--- config.mk ---
export PLATFORM = sky130hd
export DESIGN_NAME = clock_div_detector
export DESIGN_NICKNAME = d
export VERILOG_FILES = /design/src/rtl/clock_div_pkg.sv /design/src/rtl/clk_edge_sync.sv /design/src/rtl/clock_div_detector.sv
export SDC_FILE = /design/constraint.sdc
export NUM_CORES = 1
export LEC_CHECK = 0
export CORE_UTILIZATION = 36
export DETAILED_ROUTE_END_ITERATION = 10
export GPL_ROUTABILITY_DRIVEN = 0
export GPL_TIMING_DRIVEN = 0
export PLACE_DENSITY_LB_ADDON = 0.3
export SLEW_MARGIN = 5
export SYNTH_ARGS = -nofsm -noshare
export SYNTH_HDL_FRONTEND = slang
export SYNTH_HIERARCHICAL = 1
export SYNTH_SLANG_ARGS = --single-unit
--- constraint.sdc ---
create_clock -name clk_in -period 5.5 [get_ports clk_in]
set_input_delay 0.825 -clock clk_in [delete_from_list [all_inputs] [get_ports clk_in]]
set_output_delay 0.825 -clock clk_in [all_outputs]
set_load 0.01 [all_outputs]
--- src/rtl/clock_div_pkg.sv ---
// rtl/clock_div_pkg.sv - state encoding and counter sizing for the clock divide detector
// Contents:
//   det_state_t : detector FSM states (IDLE, ARM, MEASURE, LOCKED)
//   cnt_width() : period counter width for a given divide-code width

package clock_div_pkg;

  typedef enum logic [1:0] {
    ST_IDLE    = 2'd0,
    ST_ARM     = 2'd1,
    ST_MEASURE = 2'd2,
    ST_LOCKED  = 2'd3
  } det_state_t;

  // The longest legal period is 2^(2^div_width); one extra bit lets the
  // counter sit at that value so the timeout is seen before any wrap.
  function automatic int cnt_width(input int div_width);
    return (1 << div_width) + 1;
  endfunction

endpackage

--- src/rtl/clk_edge_sync.sv ---
// rtl/clk_edge_sync.sv - two-flop synchronizer with rising-edge detect
// Ports:
//   clk_in   : sampling clock
//   rst      : synchronous, active-high reset
//   async_in : asynchronous input to be synchronized
//   level    : synchronized level
//   rise     : one-cycle pulse on a synchronized rising edge

module clk_edge_sync (
  input  logic clk_in,
  input  logic rst,
  input  logic async_in,
  output logic level,
  output logic rise
);

  logic meta;
  logic sync;
  logic sync_q;

  always_ff @(posedge clk_in) begin
    if (rst) begin
      meta   <= 1'b0;
      sync   <= 1'b0;
      sync_q <= 1'b0;
    end else begin
      meta   <= async_in;
      sync   <= meta;
      sync_q <= sync;
    end
  end

  assign level = sync;
  assign rise  = sync & ~sync_q;

endmodule

--- src/rtl/clock_div_detector.sv ---
// rtl/clock_div_detector.sv - recovers the divide-stage code of an observed divided clock
// Ports:
//   clk_in     : system clock, also the divider source
//   rst        : synchronous, active-high reset
//   div_clk    : divided clock under observation
//   meas_en    : measurement enable, low forces IDLE
//   div_code   : recovered divide-stage code (period = 2^(code+1) clk_in cycles)
//   code_valid : one-cycle pulse per accepted period
//   locked     : level, LOCK_COUNT consecutive identical codes seen
//   err        : one-cycle pulse on bad period, code change while locked, or timeout
//   duty_err   : one-cycle pulse with code_valid when the high phase is not half the period
// Build option: CLK_DIV_DET_DUTY_CHECK_EN enables the duty-cycle check; otherwise duty_err is 0.

module clock_div_detector
  import clock_div_pkg::*;
#(
  parameter int DIV_WIDTH  = 3,
  parameter int LOCK_COUNT = 4
) (
  input  logic                 clk_in,
  input  logic                 rst,
  input  logic                 div_clk,
  input  logic                 meas_en,
  output logic [DIV_WIDTH-1:0] div_code,
  output logic                 code_valid,
  output logic                 locked,
  output logic                 err,
  output logic                 duty_err
);

  localparam int              CW       = cnt_width(DIV_WIDTH);
  localparam int              MW       = $clog2(LOCK_COUNT + 1);
  localparam logic [CW-1:0]   MAX_P    = CW'(1) << (1 << DIV_WIDTH);
  localparam logic [MW-1:0]   LOCK_VAL = MW'(LOCK_COUNT);

  det_state_t           state;
  det_state_t           state_d;
  logic                 rise;
  logic                 sync_lvl;
  logic [CW-1:0]        cnt;
  logic [CW-1:0]        period;
  logic [MW-1:0]        mcnt;
  logic [MW-1:0]        mcnt_inc;
  logic [DIV_WIDTH-1:0] meas_code;
  logic                 in_meas;
  logic                 p_ok;
  logic                 same_code;
  logic                 ev_accept;
  logic                 ev_reject;
  logic                 ev_timeout;
  logic                 code_change;

  clk_edge_sync u_edge (
    .clk_in   (clk_in),
    .rst      (rst),
    .async_in (div_clk),
    .level    (sync_lvl),
    .rise     (rise)
  );

  assign period  = cnt + CW'(1);
  assign in_meas = meas_en && (state == ST_MEASURE || state == ST_LOCKED);

  // Legal periods are single-bit values from 2 up to MAX_P.
  assign p_ok = (period >= CW'(2)) && (period <= MAX_P) &&
                ((period & (period - CW'(1))) == '0);

  assign ev_accept  = in_meas && rise && p_ok;
  assign ev_reject  = in_meas && rise && !p_ok;
  assign ev_timeout = in_meas && !rise && (cnt == MAX_P);

  // A zero match count means no code has been accepted since the last
  // clear, so div_code is not a valid reference for comparison.
  assign same_code   = (mcnt != '0) && (meas_code == div_code);
  assign mcnt_inc    = !same_code ? MW'(1) :
                       (mcnt == LOCK_VAL) ? mcnt : mcnt + MW'(1);
  assign code_change = ev_accept && (state == ST_LOCKED) && !same_code;

  // log2(period) - 1; only meaningful when p_ok.
  always_comb begin
    meas_code = '0;
    for (int i = 1; i < CW; i++) begin
      if (period[i]) meas_code = DIV_WIDTH'(i - 1);
    end
  end

  always_comb begin
    state_d = state;
    if (!meas_en) begin
      state_d = ST_IDLE;
    end else begin
      case (state)
        ST_IDLE:    state_d = ST_ARM;
        ST_ARM:     if (rise) state_d = ST_MEASURE;
        ST_MEASURE: begin
          if (ev_timeout)                                state_d = ST_ARM;
          else if (ev_accept && mcnt_inc == LOCK_VAL)    state_d = ST_LOCKED;
        end
        ST_LOCKED: begin
          if (ev_timeout)                                state_d = ST_ARM;
          else if (ev_reject || code_change)             state_d = ST_MEASURE;
        end
        default:    state_d = ST_IDLE;
      endcase
    end
  end

  always_ff @(posedge clk_in) begin
    if (rst) begin
      state      <= ST_IDLE;
      cnt        <= '0;
      mcnt       <= '0;
      div_code   <= '0;
      code_valid <= 1'b0;
      err        <= 1'b0;
    end else begin
      state <= state_d;

      // The timeout clears the counter, so it never advances past MAX_P.
      if (!in_meas || rise || ev_timeout) cnt <= '0;
      else                                cnt <= cnt + CW'(1);

      if (ev_accept)                               mcnt <= mcnt_inc;
      else if (!in_meas || ev_reject || ev_timeout) mcnt <= '0;

      code_valid <= ev_accept;
      if (ev_accept) div_code <= meas_code;
      err <= ev_reject || ev_timeout || code_change;
    end
  end

  always_comb begin
    locked = (state == ST_LOCKED);
  end

`ifdef CLK_DIV_DET_DUTY_CHECK_EN
  logic [CW-1:0] hcnt;
  logic [CW-1:0] hi_period;

  // The edge cycle itself is high and closes the period, hence the +1.
  assign hi_period = hcnt + CW'(1);

  always_ff @(posedge clk_in) begin
    if (rst) begin
      hcnt     <= '0;
      duty_err <= 1'b0;
    end else begin
      if (rise || !in_meas) hcnt <= '0;
      else                  hcnt <= hcnt + CW'(sync_lvl);
      duty_err <= ev_accept && ({hi_period, 1'b0} != {1'b0, period});
    end
  end
`else
  logic unused_sync_lvl;
  assign unused_sync_lvl = sync_lvl;
  assign duty_err        = 1'b0;
`endif

endmodule

==> flow_summary.ini, run 1 <==
; flow metrics
[finish]
synthToLayoutAreaGrowth_pct = 14.1
diodes = 0
finalCoreUtilization_pct = 44.0
largest_register = cnt
largest_reg_flops = 9

[job]
tool_warnings = 31
cap_violations = 0

[yosys]
async_reset_ff_share_pct = 0
synth-seq-cells = 22
synth_top_flop_cell = dfxtp_1
synthTopCellsByCount = dfxtp_1 (22), nor2_1 (19), nand2_1 (14)
ys_cells = 188
ys_seq_share_pct = 27.7
syn_area_mm2 = 0.00159
top_area_cell = dfxtp_1
edf_count = 0
ys_warn_count = 6

[floorplanning]
ios = 11
rows = 23

[sta]
finalMaxSlewViolations = 0
tns_ns = 0
rsz0062_at_grt = no
final.min_clock_period_ns = 3.27
timing.final.ws_setup_ns = 2.23
worst_pin_slew_ns = 0.777
clock_skew_ns = 0.00323
hold_viol_final = 0

[critical_path]
cp.arrival_ns = 3.48
path_depth = 10
setup.worst_path.end_class = flop
crit_fanout = 10
worstReg2RegStart = cnt[0]
crit_buf_inv = 2
worstRegToRegCells = 10
slowest_stage = dfxtp_1
critPathLaunchType = flop
cp.required_ns = 5.71
startpoint = cnt[0]

[drt]
avgViaCountPerCell = 5.67
wl_met1_um = 1710
initialDrtViolationCount = 84
drc = 0
top_layer_used = met4
avgRoutedWirePerCell_um = 14.2

[clocking]
cts-resized-gates = 0
h-tree-depth = 1
hold_buffers = 0
cts_buffers = 3
clkLatencyLatePin_ns = 0.27
cts_tree = done

[global_routing]
met3_usage_pct = 2.00
overflow = 0

[min_path]
hold_class = flop to flop
hold-path-cell-count = 1
hold_start = u_edge/meta
hold_end = u_edge/level

[placed_design]
place_ws_ns = 2.23
dp_cells = 247
hpwl_um = 2640
placed_cell_area_mm2 = 0.00174

[run_status]
outcome = finished, final reports clean

[power]
total_power_mw = 0.324
run 1: cell families after synthesis:
logic type	Yosys count	synth area share (%)
adders and majority gates	8	6.30
buffers and inverters	19	5.28
DFF	22	27.7
and+or+nand+nor	81	30.4
muxes	3	1.89
xor gates and xnor gates	10	5.52
AOI/OAI and AO/OA	44	22.6
other	1	0.236
run 1: report_power, final:
part	switching (mW)	leakage, nW	internal (mW)	total (mW)
combinational	0.00400	0.445	0.00447	0.00848
sequential	0.000522	0.178	0.160	0.161
clock	0.0579	0.0357	0.0973	0.155
total	0.0624	0.659	0.262	0.324
run 1: area by class of cell:
cell class              count  area, µm²
multi-input cells         147       1060
plain buffers               8       42.5
clock inverters             1       30.0
flip-flops and latches     22        440
well taps                  50       62.6
inverters                  11       41.3
repair buffers              9       90.1
fillers                   424       2300
clock buffers               3       41.3
==> run_1/placement_by_type.png <==
Bar = 20 µm. Fill, decap, tap and diode cells in gray.
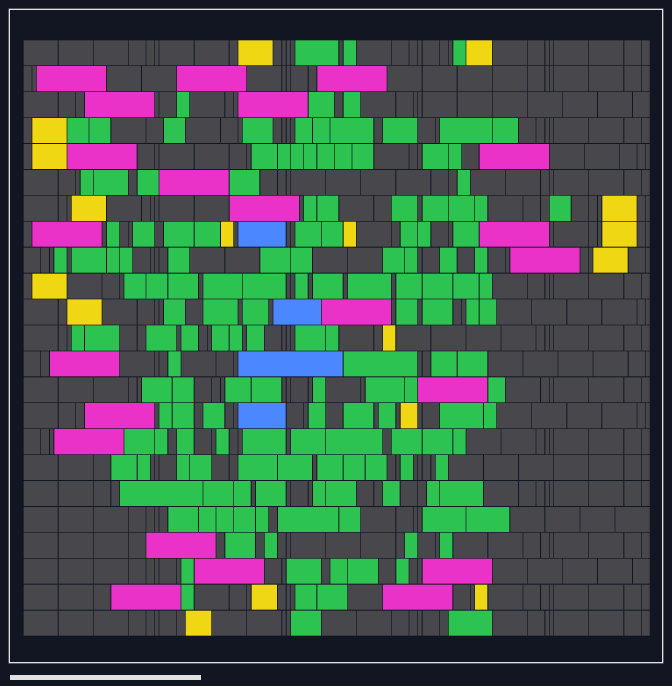
yellow -> remaining buffers and delay cells  # cells 17
blue -> clock drivers and dummy loads  # cells 4
magenta -> sequential cells  # cells 22
green -> combinational and other logic  # cells 158

==> run_1/power_grid.png <==
Pins as bars on the die edge. Tap cells in gray.
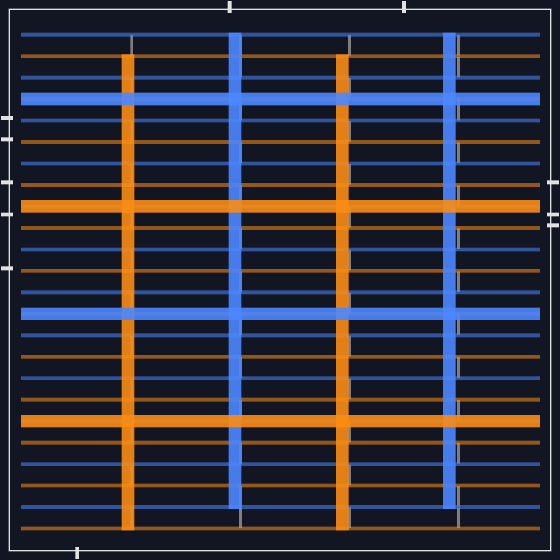
blue -> VDD
orange -> VSS
rows = 23
signal pins = 11
met4 straps = 4
met1 rails = 24
die width: 68.4 µm
die height: 68.4 µm
Core Area: 0.00412 mm²
worst vdd ir: 89.6 µV

==> run_1/layer_met2.png <==
Bar = 20 µm.
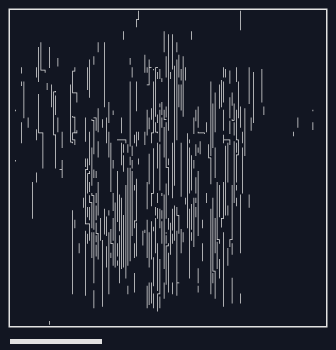
nets with wire on the layer = 173
main direction = vertical
longest straight run = 25.8 µm
drt total wl: 3560 µm
global-route track usage on met2: 30.4%
via count: 1422

==> run_1/clk_routes.png <==
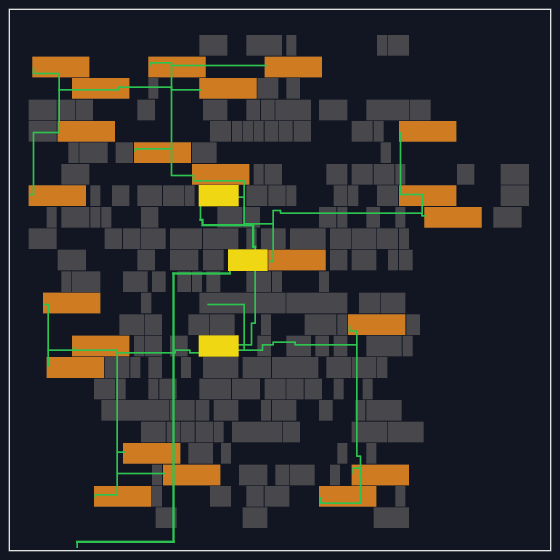
green -> clock wires  # length 346 µm
yellow -> clock drivers  # count 3
orange -> flip-flops  # count 22
routed clock nets = 4

==> run_1/placement.png <==
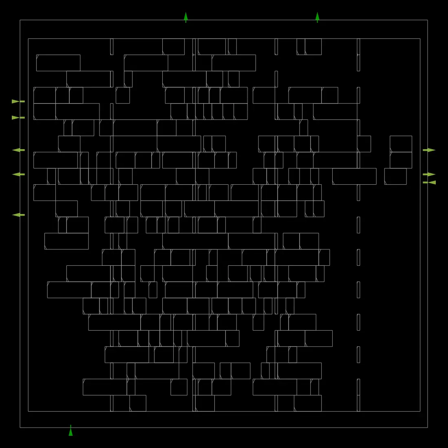

==> run 2: changes to the inputs <==
==> constraint.sdc (replaced) <==
create_clock -name clk_in -period 2.64 [get_ports clk_in]
set_input_delay 0.396 -clock clk_in [delete_from_list [all_inputs] [get_ports clk_in]]
set_output_delay 0.396 -clock clk_in [all_outputs]
set_load 0.01 [all_outputs]
==> run_2/placement.png <==
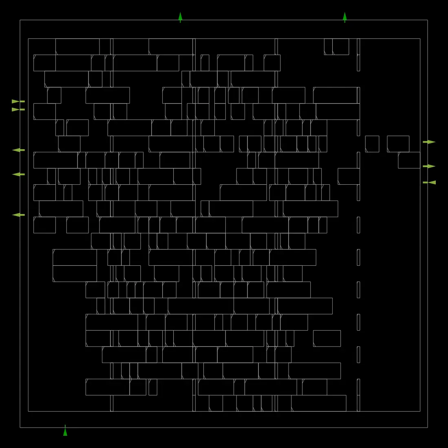
# fillers: 409
sequential cell area share: 22.0%
fin util: 49.7%
FFs & Latches: 22
Well Taps: 50

==> run_2/power_grid.png <==
Pins as bars on the die edge. Tap cells in gray.
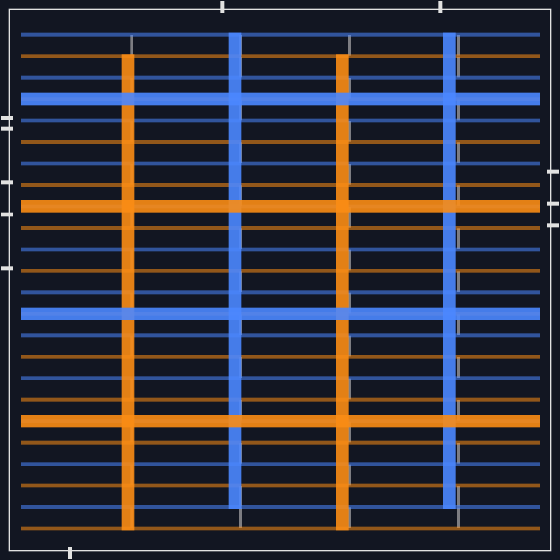
blue -> VDD
orange -> VSS
met4 straps = 4
met1 rails = 24
met5 straps = 4

==> run 2 against run 1 <==
Sequential power grew 110%. Utilization up 5.7 points. Clock skew down 0.00062 ns. First-iteration DRC count decreased by 42%. Largest power group unchanged. Non-clock buffer count grew 12.
==> flow_summary.ini, run 2 <==
; flow metrics
[global_routing]
grt_pass1_wl_um = 6530
grt_usage_pct = 18.8
grt_max_degree = 14
use_met1_pct = 24.5
overflow = 0
gr-usage-met2_pct = 30.8
grt.busiest_layer = met2
antenna_found_initial = 0
first_global_vias = 1399
met3_usage_pct = 2.17

[clocking]
cts_root_buffer = clkbuf_8
path_clk_slew_ns = 0.09
cts.sinks = 22
cts_buffers = 3
clkLatencyLatePin_ns = 0.27
postCtsSetupBuffers = 4
cts_tree = done
cts-resized-gates = 9
h-tree-depth = 1
clockBufferDepth = 2
hold_buffers = 0

[job]
cap_violations = 0
tool_warnings = 31

[yosys]
top_area_cell = dfxtp_1
ys_seq_share_pct = 27.7
synthTopCellsByCount = dfxtp_1 (22), nor2_1 (19), nand2_1 (14)
logic_family = simple AND/OR/NAND/NOR gates
synthSimpleGateAreaFrac_pct = 30.4
syn_avg_cell_area_um2 = 8.45
ys_sh_mux_pct = 1.89
syn_area_mm2 = 0.00159
synth_top_flop_cell = dfxtp_1
edf_count = 0
synth-seq-cells = 22
synthTopCellsByArea = dfxtp_1 (28%), ha_1 (6.3%), nor2_1 (4.5%), nand2_1 (3.3%), xnor2_1 (2.8%)
synth_adder_area_share_pct = 6.30
synthCells = 188
xor_share_pct = 5.52
top_cell = dfxtp_1
synth_cell_type_count = 60
top_area_share_pct = 27.7
synth.net_count = 200
ys_warn_count = 6
synth_chip_area_mm2 = 0.00159
async_reset_ff_share_pct = 0
ys_cells = 188
ys_sh_aoi_pct = 22.6

[floorplanning]
ios = 11
die_h_um = 68.4
rows = 23
fp_util_pct = 38.6
core_mm2 = 0.00412
die_x_um = 68.4
die_area_mm2 = 0.00468

[sta]
hold_viol_final = 0
finalMaxSlewViolations = 0
setup_viol = 0
tns_ns = 0
clock.fmax_mhz = 398
period_used_pct = 95.1
timing.max_slew.rel_slack_pct = 58.4
clock_skew_ns = 0.00262
holdWs_ns = 0.445
final.min_clock_period_ns = 2.51
worst_pin_slew_ns = 0.620
timing.final.ws_setup_ns = 0.130

[min_path]
hold_end = u_edge/level
hold_start = u_edge/meta
hold_class = flop to flop
hold-path-cell-count = 1

[critical_path]
worstRegToRegCells = 9
ff2ff_setup_slack_ns = 0.13
path_depth = 9
worstReg2RegEnd = mcnt[2]
cp.arrival_ns = 2.65
crit_buf_inv = 2
slowest_stage = or4_1
setup.worst_path.end_class = flop
cp.required_ns = 2.78
worstReg2RegStart = cnt[0]
criticalPathCategory = flop to flop
crit_chain = buf_4 > and3_2 > a211oi_1 > a41oi_2 > and3_1 > or4_1 > clkbuf_1 > nand4_1 > a22oi_1
crit_fanout = 8
cp-endpoint = mcnt[2]
critPathLaunchType = flop
path_delay_family = simple AND/OR/NAND/NOR gates
worst_path_largest_cell_delay_ns = 0.38
startpoint = cnt[0]

[drt]
drt_pass1_iterations = 4
drc = 0
avgViaCountPerCell = 5.55
ant_nets = 0
num_vias = 1460
wl_um = 3840
avgRoutedWirePerCell_um = 14.6
initialDrtViolationCount = 49

[finish]
nNetsFinal = 226
fin_area_mm2 = 0.00205
largest_register = cnt
drive_gt1_share_pct = 21.6
synthToLayoutAreaGrowth_pct = 28.8
lay_top_cells = nor2_1 (19), dfxtp_1 (19), buf_4 (16)
diodes = 0
largest_reg_flops = 9
fin_cells = 263
biggestRegsByFlops = cnt: 9 flops, div_code: 3 flops, mcnt: 3 flops

[power]
total_power_mw = 0.680
p_leak_nw = 0.723
p_per_area_mw_per_mm2 = 332
irDropWorstVdd_uv = 203

[run_status]
outcome = finished, final reports clean

[placed_design]
place_ws_ns = -0.388
hpwl_um = 2610
placed_cell_area_mm2 = 0.00175
portBuffers = 9
dp_cells = 247
## run 2: netlist changes by cell type in the layout (fill, tap and decap cells not counted), sizes merged
cell,previous run,this run
buf,4,17
clkbuf,7,6
## run 2: area by class of cell
type	count	area, µm²
Sequential cell	22	449
Timing Repair Buffer	21	180
Multi-Input combinational cell	147	1190
Fill cell	409	2070
Buffer	8	52.6
Clock inverter	1	30.0
Inverter	11	41.3
Clock buffer	3	41.3
Tap cell	50	62.6
## run 2: report_power, final
group | internal [mW] | switching, mW
registers | 0.332 | 0.000984
clock network | 0.203 | 0.126
logic | 0.00936 | 0.00827
total | 0.544 | 0.136
## run 2: metal layers
layer  vias up  share of wire (%)  routed length (µm)
li1        740                  -                   -
met1       682                 49                1870
met2        33                 46                1780
met3         5                3.1                 120
met4         0                1.7                  65
met5         -                  0                   0
Power and IR drop assume default switching activity.
